Fig. 1: run 1, floorplan with the power grid
Pins as bars on the die edge. Tap cells in gray.
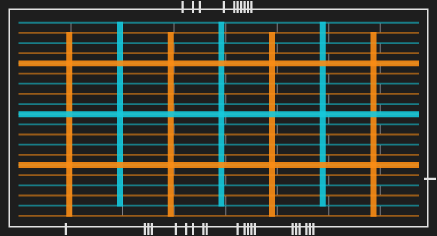
Fig. 2: run 1, placed cells, one color a class
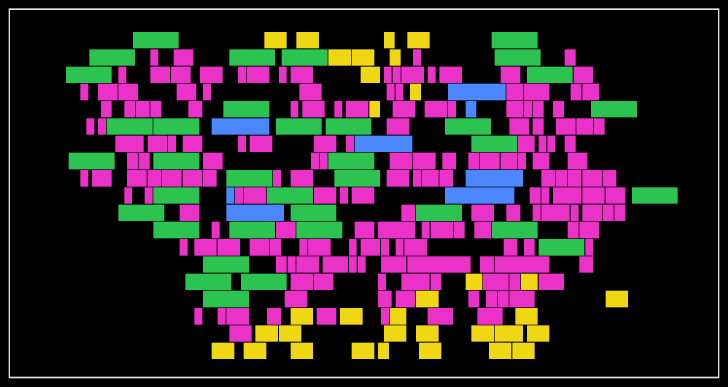
Fig. 3: run 1, clock distribution
Bar = 20 um.
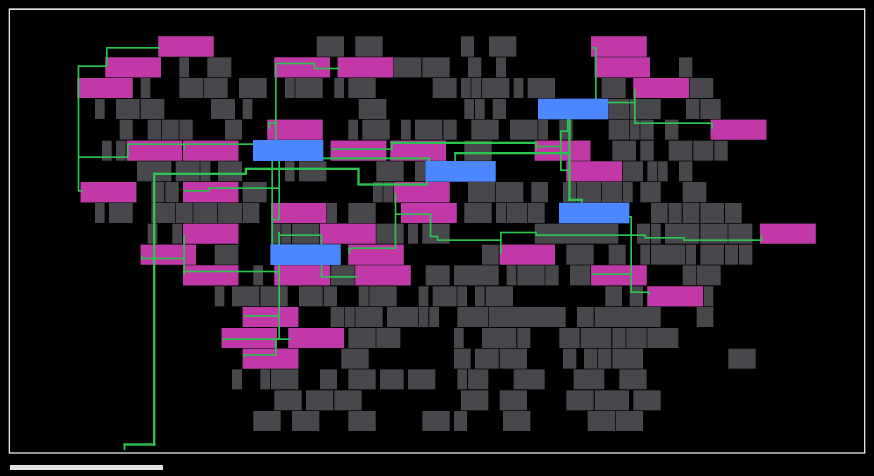
Fig. 4: run 1, routed metal, one color a layer
Bar = 20 um.
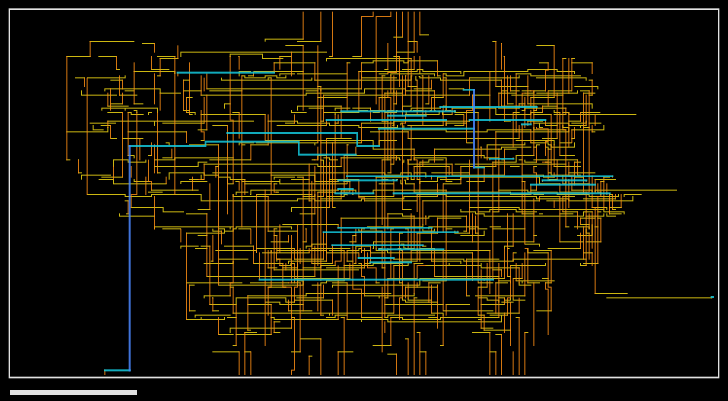
File: config.mk
export PLATFORM = sky130hd
export DESIGN_NAME = wd_apb_timer
export DESIGN_NICKNAME = d
export VERILOG_FILES = /design/src/rtl/wd_apb_timer.sv
export SDC_FILE = /design/constraint.sdc
export NUM_CORES = 1
export LEC_CHECK = 0
export CORE_ASPECT_RATIO = 0.5
export CORE_MARGIN = 2
export CORE_UTILIZATION = 35
export CTS_CLUSTER_SIZE = 12
export DETAILED_ROUTE_END_ITERATION = 12
export SETUP_SLACK_MARGIN = 0.5
export SYNTH_ARGS = -nofsm -noshare
export SYNTH_HDL_FRONTEND = slang
export SYNTH_SLANG_ARGS = --single-unit
File: constraint.sdc
create_clock -name pclk -period 6.45 [get_ports pclk]
set_input_delay 1.935 -clock pclk [delete_from_list [all_inputs] [get_ports pclk]]
set_output_delay 1.935 -clock pclk [all_outputs]
set_load 0.01 [all_outputs]
File: src/rtl/wd_apb_timer.sv
// wd_apb_timer -- two-stage watchdog timer behind an 8-bit APB slave port.
//
// The counter runs down once per prescaler tick. A missed kick, meaning the
// counter hits zero and ticks again, sets IFLAG and raises intr when IEN is
// set. If IFLAG is still set on the next expiry, TFLAG sets and drives the
// sticky timeout output.
//
// Register map (byte addresses):
//   0x00 CTRL     rw  bit0 EN, bit1 IEN
//   0x04 LOAD     rw  reload value, used at the next reload only
//   0x08 COUNT    ro  current counter value
//   0x0C KICK     wo  writing KICK_KEY reloads COUNT and clears the prescaler
//   0x10 STATUS   w1c bit0 IFLAG, bit1 TFLAG
//   0x14 PRESCALE rw  one tick every PRESCALE+1 enabled cycles
//
// Ports:
//   pclk     clock, rising edge
//   preset   synchronous active-high reset
//   psel, penable, pwrite, paddr[7:0], pwdata[7:0]  APB request (no wait states)
//   prdata[7:0]  combinational read data, 0x00 when no read is selected
//   intr     IFLAG & IEN
//   timeout  TFLAG, sticky until cleared or reset
module wd_apb_timer #(
  parameter logic [7:0] LOAD_RST     = 8'hFF,
  parameter logic [7:0] PRESCALE_RST = 8'h00,
  parameter logic [7:0] KICK_KEY     = 8'h5A
) (
  input  logic       pclk,
  input  logic       preset,
  input  logic       psel,
  input  logic       penable,
  input  logic       pwrite,
  input  logic [7:0] paddr,
  input  logic [7:0] pwdata,
  output logic [7:0] prdata,
  output logic       intr,
  output logic       timeout
);

  localparam logic [7:0] ADDR_CTRL     = 8'h00;
  localparam logic [7:0] ADDR_LOAD     = 8'h04;
  localparam logic [7:0] ADDR_COUNT    = 8'h08;
  localparam logic [7:0] ADDR_KICK     = 8'h0C;
  localparam logic [7:0] ADDR_STATUS   = 8'h10;
  localparam logic [7:0] ADDR_PRESCALE = 8'h14;

  // Architectural state
  logic       en_q, ien_q;
  logic [7:0] load_q, presc_q, count_q, pcnt_q;
  logic       iflag_q, tflag_q;

  // Next-state values
  logic       en_d, ien_d;
  logic [7:0] load_d, presc_d, count_d, pcnt_d;
  logic       iflag_d, tflag_d;

  // Access decode
  logic wr_commit;
  logic ctrl_wr, load_wr, kick_wr, status_wr, presc_wr;
  logic en_rise, run, expire;

  assign wr_commit = psel & penable & pwrite;
  assign ctrl_wr   = wr_commit && (paddr == ADDR_CTRL);
  assign load_wr   = wr_commit && (paddr == ADDR_LOAD);
  assign kick_wr   = wr_commit && (paddr == ADDR_KICK) && (pwdata == KICK_KEY);
  assign status_wr = wr_commit && (paddr == ADDR_STATUS);
  assign presc_wr  = wr_commit && (paddr == ADDR_PRESCALE);

  // EN going 0->1 restarts the count from LOAD.
  assign en_rise = ctrl_wr & pwdata[0] & ~en_q;
  // A CTRL write that clears EN stops the timer on that very edge, so a tick
  // falling on the same edge is suppressed.
  assign run     = en_q & ~(ctrl_wr & ~pwdata[0]);

  always_comb begin
    // NOTE: every signal written here gets a default first, so no path leaves
    // one unassigned and no latch can be inferred.
    en_d    = en_q;
    ien_d   = ien_q;
    load_d  = load_q;
    presc_d = presc_q;
    count_d = count_q;
    pcnt_d  = pcnt_q;
    iflag_d = iflag_q;
    tflag_d = tflag_q;
    expire  = 1'b0;

    if (ctrl_wr) begin
      en_d  = pwdata[0];
      ien_d = pwdata[1];
    end
    if (load_wr)  load_d  = pwdata;
    if (presc_wr) presc_d = pwdata;

    // Reloads sample the LOAD value held before this edge, so a LOAD write
    // only matters at the following reload. A kick beats a same-edge expiry.
    if (kick_wr || en_rise) begin
      count_d = load_q;
      pcnt_d  = 8'h00;
    end else if (!run) begin
      pcnt_d  = 8'h00;
    end else if (pcnt_q == presc_q) begin
      pcnt_d = 8'h00;
      if (count_q == 8'h00) begin
        expire  = 1'b1;
        count_d = load_q;
      end else begin
        count_d = count_q - 8'h01;
      end
    end else begin
      pcnt_d = pcnt_q + 8'h01;
    end

    // Write-1-to-clear first, then a same-edge set overrides the clear.
    // The first expiry lands in IFLAG, a repeat while IFLAG is pending in TFLAG.
    if (status_wr && pwdata[0]) iflag_d = 1'b0;
    if (status_wr && pwdata[1]) tflag_d = 1'b0;
    if (expire && !iflag_q) iflag_d = 1'b1;
    if (expire && iflag_q)  tflag_d = 1'b1;
  end

  // NOTE: sequential state is updated with non-blocking assignments only, so
  // every register samples the pre-edge values of the others.
  always_ff @(posedge pclk) begin
    if (preset) begin
      en_q    <= 1'b0;
      ien_q   <= 1'b0;
      load_q  <= LOAD_RST;
      presc_q <= PRESCALE_RST;
      count_q <= LOAD_RST;
      pcnt_q  <= 8'h00;
      iflag_q <= 1'b0;
      tflag_q <= 1'b0;
    end else begin
      en_q    <= en_d;
      ien_q   <= ien_d;
      load_q  <= load_d;
      presc_q <= presc_d;
      count_q <= count_d;
      pcnt_q  <= pcnt_d;
      iflag_q <= iflag_d;
      tflag_q <= tflag_d;
    end
  end

  // Read data is a pure decode of paddr during any read-selected cycle.
  always_comb begin
    prdata = 8'h00;
    if (psel && !pwrite) begin
      case (paddr)
        ADDR_CTRL:     prdata = {6'b0, ien_q, en_q};
        ADDR_LOAD:     prdata = load_q;
        ADDR_COUNT:    prdata = count_q;
        ADDR_STATUS:   prdata = {6'b0, tflag_q, iflag_q};
        ADDR_PRESCALE: prdata = presc_q;
        default:       prdata = 8'h00;
      endcase
    end
  end

  assign intr    = iflag_q & ien_q;
  assign timeout = tflag_q;

endmodule

==> impl_metrics.yaml, run 1 <==
# implementation run metrics
cells_and_area:
  drive_above_1_share_pct: 12.0
  lay_top_cells: "nor2_1, dfxtp_1, mux2i_1, clkdlybuf4s50_1, nand2_1"
  insertedDiodeCount: 0
timing:
  fin_tns_setup_ns: 0
  drv_slew: 0
  setup_violations: 0
  slew_headroom_pct: 41.6
global_route:
  grt_pass1_vias: 1717
  overflow: 0
  grt_max_degree: 18
clock_network:
  clockBufferDepth: 2
  cts-buffers-inserted: 5
  ctsRootBufferMaster: "clkbuf_16"
  htree_num_levels: 2
  path_clk_slew_ns: 0.05
  postCtsSetupRepairBufs: 0
drt:
  wl_um: 5310
  wl_per_cell_um: 16.0
  ant_nets: 0
  drt-initial-drc-count: 134
place:
  portBuffers: 30
pwr:
  power_density_nw_per_um2: 208
logic_synthesis:
  yosysTopAreaCell: "dfxtp_1"
  ys.flops: 36
  fp_nets: 249
  yosys-stat-cells: 225
critical_path:
  crit_chain: "clkdlybuf4s50_1 > or3_4 > nor4b_4 > a21oi_1 > or3b_4 > nor2_1 > dlygate4sd2_1"
  criticalPathCategory: "input pin to output pin"
  crit_required_ns: 4.51
  cp.arrival_ns: 3.96
  slowest_delay_ns: 0.44
die:
  core_area_um2: 5540
  die_h_um: 57.8
  dieArea_um2: 6450
  row_count: 19
job:
  warnings: 28
run_status:
  status: "completed"
Back to the opening pictures, Fig. 1:
Key: cyan = VDD; orange = VSS
7 straps on met4. 20 met1 rails follow the rows. 3 straps on met5.

Back to the opening pictures, Fig. 2:
Key: yellow = other buffers and delay cells [cells 33, share of their area 12%]; magenta = combinational and other logic [cells 181, share of their area 52%]; green = flops [cells 36, share of their area 29%]; blue = clock drivers and dummy loads [cells 8, share of their area 6.6%]

Back to the opening pictures, Fig. 3:
Key: magenta = flip-flops [count 36]; blue = clock drivers [count 5]; green = clock wires [length 507 um]
There are 6 routed clock nets.

Back to the opening pictures, Fig. 4:
Key: orange = metal 2 [wire length 2180 um]; cyan = metal 3 [wire length 396 um]; yellow = metal 1 [wire length 2680 um]; blue = metal 4 [wire length 47.6 um]

[run 1: synthesized netlist by cell type, types with 4 or more instances]
cell       n
a222oi_1   6
nor2_1    37
xor2_1     5
o21ai_0    4
nor3_1     7
a21oi_1    6
a21boi_0   4
dfxtp_1   36
nand2_1   10
xnor2_1    9
mux2i_1   21
inv_1      5
clkbuf_1   5
or3_1      5
nand3_1    9
[run 1: worst max-delay path, delay by kind of cell]
kind	cells	cell delay, ns
compound gates	1	0.07
buf+inv	2	0.71
simple gates	4	1.25
[run 1: report_power, final]
group	internal, W	leakage [nW]	switching, W	total [W]
Sequential	0.000224	0.291	0.00000230	0.000226
Combinational	0.0000187	0.560	0.0000164	0.0000351
Clock	0.000182	0.0808	0.0000909	0.000273
[run 1: cell type report]
type	count	area [um^2]	area share (%)
multi-input combinational	176	1270	49.6
inverter	5	18.8	0.731
sequential	36	721	28.1
timing repair buffer	33	299	11.6
clock buffer	6	129	5.02
tap	73	91.3	3.56
clock inverter	2	35.0	1.36
[run 1: routing by layer]
layer  GRT usage (%)  share of wire (%)  vias to the layer above
li1                -                  -                      910
met1            24.9                 51                      891
met2            25.0                 41                       63
met3            4.08                7.5                        5
met4            5.11               0.89                        0
met5               0                  0                        -
[run 1: flip-flops by register name (all words and copies together) (netlist names)]
name,count
count_q,8
load_q,8
pcnt_q,8
presc_q,8
en_q,1
ien_q,1
iflag_q,1
timeout,1
[run 1: worst paths after layout]
check	endpoint	slack [ns]	cells past startpoint	from
max reg2reg	count_q[6]$_SDFFE_PP1P_	3.99	7	count_q[0]$_SDFFE_PP1P_
min	pcnt_q[0]$_SDFF_PP0_	0.50	1	pcnt_q[0]$_SDFF_PP0_
min reg2reg	pcnt_q[0]$_SDFF_PP0_	0.50	1	pcnt_q[0]$_SDFF_PP0_
max	prdata[3]	0.55	7	paddr[1]
[run 1: cells by family (layout without fill, tap and decap cells)]
group | count (synthesis) | count (layout) | synth area share [%]
simple gates | 93 | 93 | 24.8
compound gates | 43 | 43 | 17.7
flops | 36 | 36 | 35.6
mux | 23 | 23 | 11.5
xor+xnor | 14 | 14 | 6.05
buf+inv | 13 | 46 | 2.59
fa+ha+maj | 3 | 3 | 1.85
[run 1: per-stage QoR]
step	setup slack (ns)	area (um^2)	util [%]	power, W	std cells
2_1_floorplan	0.813	2030	-	0.000244	225
3_3_place_gp	0.163	2410	43.5	0.000264	323
3_5_place_dp	0.118	2410	43.5	0.000264	323
4_1_cts	0.545	2580	46.6	0.000534	331
5_1_grt	0.463	2570	46.4	0.000551	331
6_report	0.554	2570	46.4	0.000534	331
[run 1: what timing repair did]
item,in CTS,in global routing
pin swaps,0,0
gates resized,12,14
endpoints found under the setup margin,8,8
hold buffers,0,0
==> inputs of run 2 (changes only) <==
Clock period 6.45 ns to 7.3 ns, I/O delays scaled along.
==> run 2 against run 1 <==
  * Worst setup slack better by 0.054 ns
  * Sequential cell count is the same
  * Final area rose by 0.49%
  * Critical path type unchanged
  * Global-route usage shrank 0.27 points
  * Power down 16%
  * Utilization is 0.23 points higher
  * Sequential power fell by 12%
  * Synthesized cell count unchanged
  * Count of clock-buffer cells in the layout rose by 1
==> impl_metrics.yaml, run 2 <==
# implementation run metrics
timing:
  drv_slew: 0
  setup_violations: 0
  slew_headroom_pct: 42.5
global_route:
  grt_pass1_vias: 1664
pwr:
  pwr-share-clk_pct: 48.5
  p_int_w: 0.000350
  power_density_nw_per_um2: 173
logic_synthesis:
  fp_nets: 249
  yosysTopAreaCell: "dfxtp_1"
  ys.flops: 36
place:
  place_area_um2: 2390
  pre_cts_ws_ns: 0.334
critical_path:
  slowest_delay_ns: 0.54
  criticalPathCategory: "input pin to output pin"
  rr_worst_depth: 7
  crit_chain: "clkdlybuf4s50_1 > or3_4 > nor4b_4 > a21oi_1 > or3b_4 > nor2_1 > clkdlybuf4s50_1"
  crit_required_ns: 5.11
  r2r_slack_ns: 4.81
clock_network:
  htree_num_levels: 2
  ctsRootBufferMaster: "clkbuf_16"
  path_clk_slew_ns: 0.05
run_status:
  status: "completed"
worst_hold_path:
  min_path_cells: 1
cells_and_area:
  insertedDiodeCount: 0
  lay_top_cells: "nor2_1, dfxtp_1, clkdlybuf4s50_1"
  logic_area_um2: 1270
job:
  warnings: 28
[run 2: cell counts after synthesis]
No cell type changed its count.
[run 2: how the worst max path moves through the flow]
stage,start,endpoint
final,paddr[4],prdata[0]
after global routing,paddr[4],prdata[0]
after CTS,paddr[3],prdata[2]
after detailed placement,paddr[1],prdata[2]
after global placement,paddr[1],prdata[1]
after floorplan,paddr[1],prdata[0]
[run 2: cells by family (layout without fill, tap and decap cells)]
| group | count (synthesis) | count (layout) | share of synthesized area (%) |
|---|---|---|---|
| AND-OR/OR-AND | 43 | 43 | 17.7 |
| multiplexers | 23 | 23 | 11.5 |
| AND/OR/NAND/NOR | 93 | 93 | 24.8 |
| flip-flops | 36 | 36 | 35.6 |
| buffers and inverters | 13 | 45 | 2.59 |
| XOR/XNOR | 14 | 14 | 6.05 |
| adder cells (fa/ha/maj) | 3 | 3 | 1.85 |
[run 2: metal layers]
metal | track usage [%] | wire (um) | vias to the layer above
li1 | - | - | 914
met1 | 24.2 | 2830 | 881
met2 | 24.8 | 2170 | 39
met3 | 4.08 | 238 | 5
met4 | 5.47 | 43 | 0
met5 | 0 | 0 | -
[run 2: area by class of cell]
type | count | area share, %
clock buffers | 7 | 5.53
clock inverters | 1 | 0.291
inverters | 5 | 0.727
multi-input cells | 176 | 49.3
flip-flops and latches | 36 | 27.9
well taps | 73 | 3.54
repair buffers | 32 | 12.7
[run 2: worst max-delay path: cells and delay by family]
family / cells / cell delay, ns
AND-OR/OR-AND: 1 / 0.06
buffers and inverters: 2 / 1.00
AND/OR/NAND/NOR: 4 / 1.24
[run 2: what timing repair did]
action / 4_1_cts / 5_1_grt
resized: 2 / 7
pin swaps: 0 / 1
setup buffers: 0 / 1
endpoints found under the setup margin: 8 / 8
[run 2: metrics by stage]
stage / hold slack, ns / total power (W) / utilization [%]
floorplan: 0.455 / 0.000216 / -
global placement: 0.497 / 0.000233 / 43.2
detailed placement: 0.496 / 0.000233 / 43.2
CTS: 0.509 / 0.000451 / 46.0
global route: 0.543 / 0.000463 / 46.6
finish: 0.506 / 0.000447 / 46.6
[run 2: power groups by stage]
stage               sequential (W)  clock [W]  combinational, W
finish                    0.000199   0.000217         0.0000309
global route              0.000199   0.000231         0.0000327
CTS                       0.000199   0.000222         0.0000297
detailed placement        0.000204          0         0.0000292
global placement          0.000204          0         0.0000289
floorplan                 0.000203          0         0.0000127
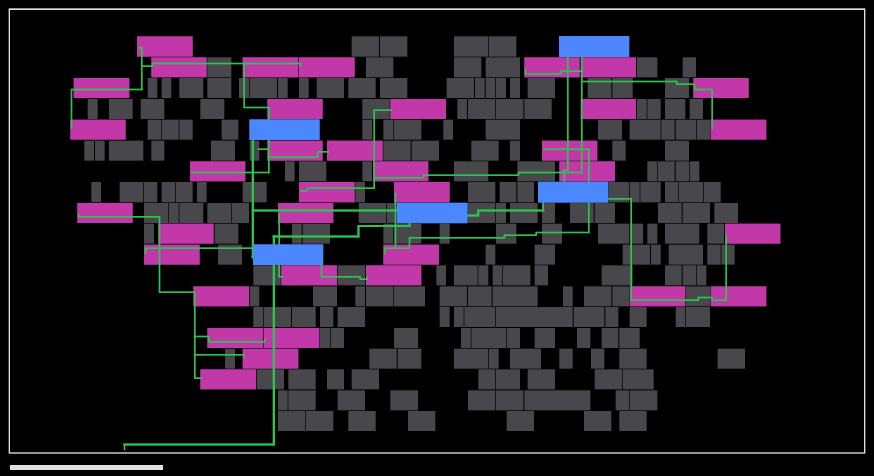
Fig. 5. Clock distribution (run 2).
Bar = 20 um.
Key: green = clock wires [length 523 um]; blue = clock drivers [count 5]; magenta = flip-flops [count 36]
There are 6 routed clock nets.

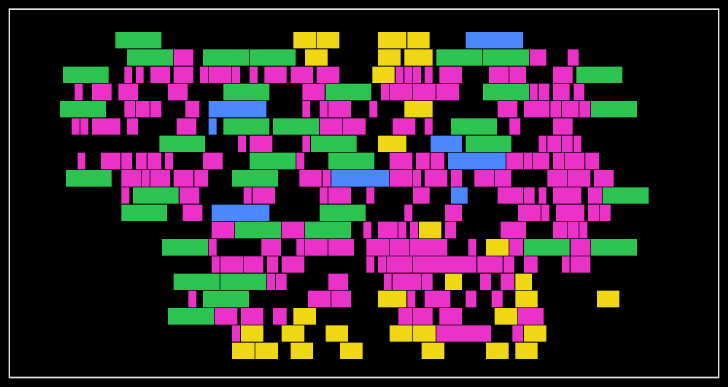
Fig. 6. Placed cells, one color a class (run 2).
Key: magenta = combinational and other logic [cells 181, share of their area 52%]; blue = clock drivers and dummy loads [cells 8, share of their area 6.0%]; yellow = other buffers and delay cells [cells 32, share of their area 13%]; green = flops [cells 36, share of their area 29%]
sequential share of cell area: 27.9%
Core Util, Final: 46.6%
core area: 5540 um^2
Cell Rows: 19

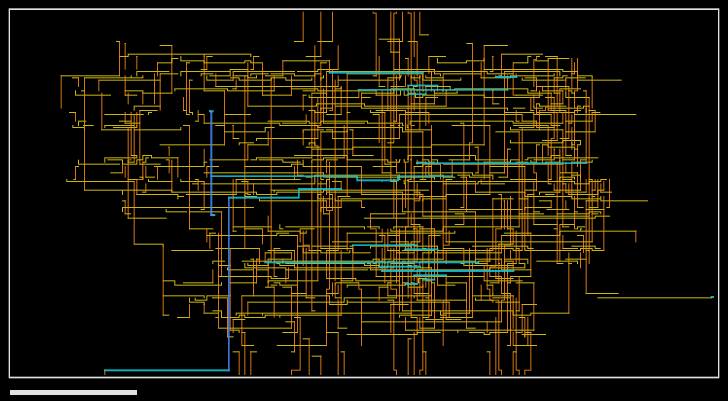
Fig. 7. Routed metal, one color a layer (run 2).
Bar = 20 um.
Key: blue = metal 4 [wire length 43.5 um]; yellow = metal 1 [wire length 2830 um]; cyan = metal 3 [wire length 239 um]; orange = metal 2 [wire length 2170 um]

==> inputs of run 3 (changes only) <==
Clock period 7.3 ns to 7.8 ns, I/O delays scaled along.
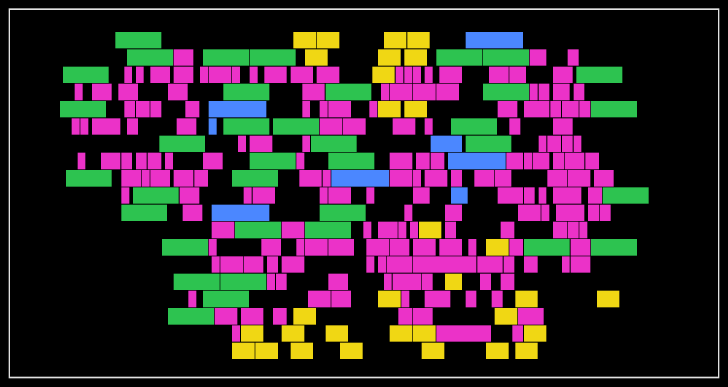
Fig. 8. Placed cells, one color a class (run 3).
Key: blue = clock drivers and dummy loads [cells 8, share of their area 6.1%]; green = flops [cells 36, share of their area 29%]; yellow = other buffers and delay cells [cells 31, share of their area 13%]; magenta = combinational and other logic [cells 181, share of their area 52%]

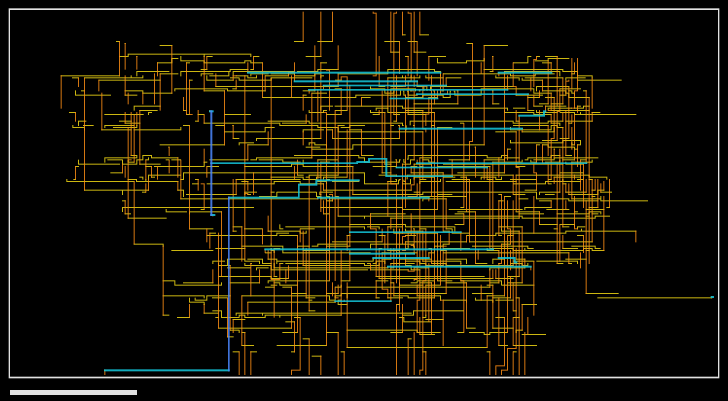
Fig. 9. Routed metal, one color a layer (run 3).
Bar = 20 um.
Tot GR Track Use: 16.8%
Detailed Route WL: 5220 um
DR WL/cell: 15.9 um

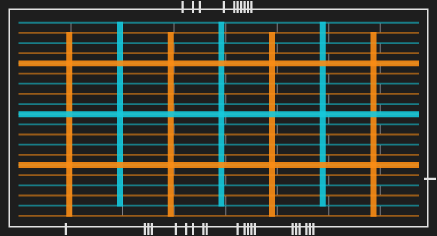
Fig. 10. Floorplan with the power grid (run 3).
Pins as bars on the die edge. Tap cells in gray.
Key: cyan = VDD; orange = VSS
73 tap cells. The core has 19 rows.
maximum vdd ir drop: 82.8 uV
overall die width: 112 um
Die Ht: 57.8 um

==> run 3 against run 2 <==
  * Final cell count decreased by 0.30%
  * Register-to-register slack improved by 0.53 ns
  * Worst setup slack improved by 0.15 ns
  * Non-clock buffer count decreased by 1
  * Clock power decreased by 6%
  * Combinational power decreased by 9.4%
  * Count of clock-buffer cells in the layout unchanged
  * Utilization decreased by 0.56 points
  * Synthesized area unchanged
  * Power decreased by 6.4%
  * Critical path type unchanged
  * Largest cell class unchanged
==> impl_metrics.yaml, run 3 <==
# implementation run metrics
critical_path:
  criticalPathCategory: "input pin to output pin"
  critPathTopFamily: "simple AND/OR/NAND/NOR gates"
  crit_chain: "clkdlybuf4s50_1 > or3_4 > nor4b_4 > a21oi_1 > or3b_4 > nor2_1 > clkdlybuf4s50_1"
  crit_required_ns: 5.46
  slowest_delay_ns: 0.56
  worst-path-buf-inv: 2
global_route:
  overflow: 0
  grt_max_degree: 18
  grt_pass1_vias: 1664
logic_synthesis:
  top_cells_by_count: "nor2_1, dfxtp_1, mux2i_1"
  ys.flops: 36
  post-synth-top-count-cell: "nor2_1"
  yosys-stat-cells: 225
  fp_nets: 249
cells_and_area:
  insertedDiodeCount: 0
  seqCellArea_um2: 721
  drive_above_1_share_pct: 8.59
  lay_top_cells: "nor2_1, dfxtp_1, clkdlybuf4s50_1"
clock_network:
  ctsResizeCount: 0
  cts-buffers-inserted: 5
  ctsHoldBuffers: 0
  postCtsSetupRepairBufs: 0
  clockBufferDepth: 2
die:
  core_area_um2: 5540
  row_count: 19
  dieArea_um2: 6450
drt:
  ant_nets: 0
timing:
  drv_slew: 0
  setup_violations: 0
  fin_tns_setup_ns: 0
  fin_hold_ws_ns: 0.506
place:
  portBuffers: 30
run_status:
  status: "completed"
pwr:
  power_density_nw_per_um2: 164
job:
  warnings: 27
==> run 3: cell counts after synthesis <==
Identical to the previous run, type by type.
==> run 3: metal layers <==
layer,global-route usage (%),wire length (um),up-vias
met4,5.47,43,0
met1,24.2,2670,850
met2,24.8,2100,53
met3,4.08,407,5
met5,0,0,-
li1,-,-,908
==> run 3: cell families after synthesis <==
| logic type | after synthesis | share of synthesized area [%] |
|---|---|---|
| compound gates | 43 | 17.7 |
| xor+xnor | 14 | 6.05 |
| fa+ha+maj | 3 | 1.85 |
| buf+inv | 13 | 2.59 |
| flops | 36 | 35.6 |
| mux | 23 | 11.5 |
| simple gates | 93 | 24.8 |
==> run 3: worst paths after layout <==
kind | startpoint | end | slack [ns] | cells after the start
worst max-delay path | paddr[1] | prdata[5] | 0.76 | 7
worst min-delay path | pcnt_q[0]$_SDFF_PP0_ | pcnt_q[0]$_SDFF_PP0_ | 0.51 | 1
worst min register to register | pcnt_q[0]$_SDFF_PP0_ | pcnt_q[0]$_SDFF_PP0_ | 0.51 | 1
worst max register to register | count_q[0]$_SDFFE_PP1P_ | count_q[3]$_SDFFE_PP1P_ | 5.34 | 7
==> run 3: final cells by class <==
type	count	area share, %
inverter	5	0.736
clock inverter	1	0.294
sequential	36	28.3
tap	73	3.58
timing repair buffer	31	12.1
clock buffer	7	5.59
multi-input combinational	176	49.5
==> run 3: stage by stage <==
step	total power, W	instances	util, %	instance area, um^2	worst slack [ns]
after global placement	0.000218	321	43.2	2390	0.591
after floorplan	0.000202	225	-	2030	1.35
final	0.000418	329	46.0	2550	0.759
after CTS	0.000421	329	45.9	2540	0.521
after detailed placement	0.000218	321	43.2	2390	0.534
after global routing	0.000433	329	46.0	2550	0.624
==> run 3: where the power goes <==
| part | total [W] | leakage, nW | switching [W] | internal [W] |
|---|---|---|---|---|
| Combinational | 0.0000280 | 0.521 | 0.0000132 | 0.0000148 |
| Clock | 0.000203 | 0.0701 | 0.0000763 | 0.000127 |
| Sequential | 0.000187 | 0.291 | 0.00000186 | 0.000185 |
No activity file was given, so power comes from the tool's default toggle rates.
